Fig. 1: sizing map
Scale: 2 px per um.
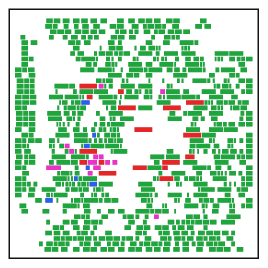
Fig. 2: routed metal per tile
Scale: 3 px per um. The die is cut into 25 by 25 equal tiles; dark purple is low, yellow is high, scaled to the fullest tile. Values are wire area over tile area, all layers added.
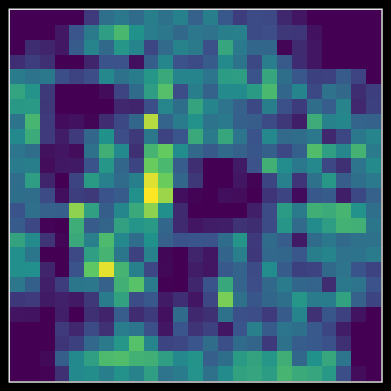
[config.mk]
export PLATFORM = sky130hd
export DESIGN_NAME = wishbone_timeout_guard
export DESIGN_NICKNAME = d
export VERILOG_FILES = /design/src/rtl/wishbone_timeout_guard_pkg.sv /design/src/rtl/wishbone_timeout_guard.sv
export SDC_FILE = /design/constraint.sdc
export NUM_CORES = 1
export LEC_CHECK = 0
export CAP_MARGIN = 20
export CORE_MARGIN = 2
export CORE_UTILIZATION = 30
export CTS_CLUSTER_SIZE = 24
export DETAILED_ROUTE_END_ITERATION = 16
export PLACE_DENSITY = 0.66
export SLEW_MARGIN = 0
export SYNTH_ARGS = -nofsm -noshare
export SYNTH_HDL_FRONTEND = slang
export SYNTH_SLANG_ARGS = --single-unit
[constraint.sdc]
create_clock -name wb_clk_i -period 3.2 [get_ports wb_clk_i]
set_input_delay 0.64 -clock wb_clk_i [delete_from_list [all_inputs] [get_ports wb_clk_i]]
set_output_delay 0.64 -clock wb_clk_i [all_outputs]
set_load 0.01 [all_outputs]
[src/rtl/wishbone_timeout_guard_pkg.sv]
// rtl/wishbone_timeout_guard_pkg.sv - shared state encodings and defaults for the Wishbone timeout guard
package wishbone_timeout_guard_pkg;

    localparam logic [1:0] ST_IDLE  = 2'd0;
    localparam logic [1:0] ST_WAIT  = 2'd1;
    localparam logic [1:0] ST_ERR   = 2'd2;
    localparam logic [1:0] ST_DRAIN = 2'd3;

    localparam logic [31:0] ERR_DATA_DEFAULT = 32'hDEADBEEF;

    // Error counter sticks at all-ones rather than wrapping.
    function automatic logic [7:0] sat_inc8(input logic [7:0] v);
        return (v == 8'hFF) ? v : v + 8'd1;
    endfunction

endpackage

[src/rtl/wishbone_timeout_guard.sv]
// rtl/wishbone_timeout_guard.sv - Wishbone pass-through that error-terminates cycles no slave acks in time
module wishbone_timeout_guard
    import wishbone_timeout_guard_pkg::*;
#(
    parameter int unsigned TIMEOUT  = 255,
    parameter int unsigned CW       = 16,
    parameter logic [31:0] ERR_DATA = ERR_DATA_DEFAULT
) (
    input  logic        wb_clk_i,
    input  logic        wb_rst_i,
    input  logic        wbs_m_cyc_i,
    input  logic        wbs_m_stb_i,
    input  logic        wbs_m_we_i,
    input  logic [3:0]  wbs_m_sel_i,
    input  logic [31:0] wbs_m_adr_i,
    input  logic [31:0] wbs_m_dat_i,
    output logic        wbs_m_ack_o,
    output logic [31:0] wbs_m_dat_o,
    output logic        wbs_s_cyc_o,
    output logic        wbs_s_stb_o,
    output logic        wbs_s_we_o,
    output logic [3:0]  wbs_s_sel_o,
    output logic [31:0] wbs_s_adr_o,
    output logic [31:0] wbs_s_dat_o,
    input  logic        wbs_s_ack_i,
    input  logic [31:0] wbs_s_dat_i,
    output logic        timeout_o,
    output logic [7:0]  err_cnt_o,
    output logic [31:0] err_adr_o
);

    logic          req;
    logic          at_limit;
    logic          pass;
    logic          live;
    logic [1:0]    state_q, state_d;
    logic [CW-1:0] cnt_q, cnt_d;
    logic [31:0]   shadow_adr_q, shadow_adr_d;
    logic [31:0]   err_adr_q, err_adr_d;
    logic [7:0]    err_cnt_q, err_cnt_d;

    assign req      = wbs_m_cyc_i & wbs_m_stb_i;
    assign at_limit = (cnt_q == CW'(TIMEOUT - 1));
    assign pass     = (state_q == ST_IDLE) || (state_q == ST_WAIT);
    assign live     = ~wb_rst_i;

    always_comb begin
        state_d = state_q;
        case (state_q)
            ST_IDLE:  if (req && !wbs_s_ack_i) state_d = ST_WAIT;
            ST_WAIT: begin
                // A slave ack on the final wait cycle still wins over the timeout.
                if (!req || wbs_s_ack_i) state_d = ST_IDLE;
                else if (at_limit)       state_d = ST_ERR;
            end
            ST_ERR:   state_d = ST_DRAIN;
            ST_DRAIN: if (!req) state_d = ST_IDLE;
            default:  state_d = ST_IDLE;
        endcase
    end

    always_comb begin
        cnt_d = '0;
        if (state_q == ST_WAIT) cnt_d = cnt_q + CW'(1);
    end

    always_comb begin
        shadow_adr_d = shadow_adr_q;
        err_adr_d    = err_adr_q;
        err_cnt_d    = err_cnt_q;
        if (state_q == ST_IDLE && req && !wbs_s_ack_i) shadow_adr_d = wbs_m_adr_i;
        if (state_q == ST_ERR) begin
            err_adr_d = shadow_adr_q;
            err_cnt_d = sat_inc8(err_cnt_q);
        end
    end

    always_ff @(posedge wb_clk_i) begin
        if (wb_rst_i) state_q <= ST_IDLE;
        else          state_q <= state_d;
    end

    always_ff @(posedge wb_clk_i) begin
        if (wb_rst_i) cnt_q <= '0;
        else          cnt_q <= cnt_d;
    end

    always_ff @(posedge wb_clk_i) begin
        if (wb_rst_i) begin
            shadow_adr_q <= '0;
            err_adr_q    <= '0;
            err_cnt_q    <= '0;
        end else begin
            shadow_adr_q <= shadow_adr_d;
            err_adr_q    <= err_adr_d;
            err_cnt_q    <= err_cnt_d;
        end
    end

    // Every output is forced low while reset is held, even before the first clock edge.
    assign wbs_s_cyc_o = live & pass & wbs_m_cyc_i;
    assign wbs_s_stb_o = live & pass & wbs_m_stb_i;
    assign wbs_s_we_o  = live & wbs_m_we_i;
    assign wbs_s_sel_o = live ? wbs_m_sel_i : 4'h0;
    assign wbs_s_adr_o = live ? wbs_m_adr_i : 32'h0;
    assign wbs_s_dat_o = live ? wbs_m_dat_i : 32'h0;

    assign wbs_m_ack_o = live & (pass ? wbs_s_ack_i : (state_q == ST_ERR));
    assign wbs_m_dat_o = !live                 ? 32'h0 :
                         pass                  ? wbs_s_dat_i :
                         (state_q == ST_ERR)   ? ERR_DATA : 32'h0;

    assign timeout_o = live & (state_q == ST_ERR);
    assign err_cnt_o = live ? err_cnt_q : 8'h0;
    assign err_adr_o = live ? err_adr_q : 32'h0;

endmodule

==> results.json <==
{
  "power_leader": "sequential cells",
  "cp_max_fo": 28,
  "skew_ps": 5.56,
  "rsz0062_at_grt": "false",
  "status": "completed",
  "io_buffers": 250,
  "route.met3.wl_um": 572,
  "pwr-share-comb_pct": 16.7,
  "power.density_nw_per_um2": 360,
  "numCtsBuffers": 9,
  "clock_cell_area_share_pct": 4.04,
  "yosysUniqueCellTypes": 42,
  "grt_overflow": 0,
  "cp_cell_sequence": "nand2b_4 -> nor2_4 -> buf_4 -> a21o_1 -> clkdlybuf4s50_1",
  "ff_type": "dfxtp_1",
  "fmax_mhz": 373,
  "top_cell_area_share_pct": 41.9,
  "critical_path_buf_inv_count": 2,
  "antenna_cells": 0,
  "bufAreaShareNonClock_pct": 35.9,
  "placed_area_um2": 6950,
  "simple_gate_area_share_pct": 31.9,
  "vias_per_cell": 4.63,
  "die_area_um2": 15300,
  "cts_resized": 0
}
-- Fig. 1 (at the start) --
| size | color | cells | share |
|---|---|---|---|
| _6 and larger | red | 17 | 2.3% |
| _0 and _1 cells | green | 713 | 95% |
| _2 cells | blue | 7 | 0.93% |
| _3 and _4 cells | magenta | 13 | 1.7% |
post-route cell area: 7240 um2
Non-clk bufs: 260
worst setup margin: 517 ps
Synth-to-Final Area Change: 68.2%

-- Fig. 2 (at the start) --
fullest tile: 0.44
nearly empty tiles: 13%
tiles over half the peak: 16%
mean over tiles: 0.13
via count: 4309
Avg WL per Cell: 13.8 um
Tot GR Track Use: 16.2%

## per-layer routing
metal	up-vias	GRT usage [%]
met2	114	28.8
met5	-	0
met3	9	3.16
li1	2186	-
met4	0	4.12
met1	2000	20.1
## worst paths after layout
kind,endpoint,slack [ps],cells after the start
setup / recovery,wbs_m_dat_o[25],520,5
hold / removal,shadow_adr_q[1],460,2
setup reg to reg,err_cnt_q[5],1320,5
hold reg to reg,shadow_adr_q[1],460,2
## flip-flops by register name (all words and copies together) (netlist names), named ones only
signal	count
state_q	1
cnt_q	16
shadow_adr_q	32
err_adr_q	32
err_cnt_q	8
## stage by stage
step | instances | power, mW
floorplan | 514 | 1.32
global placement | 914 | 1.60
detailed placement | 914 | 1.61
CTS | 930 | 2.63
global route | 930 | 2.71
finish | 930 | 2.61
Power and IR drop assume default switching activity.
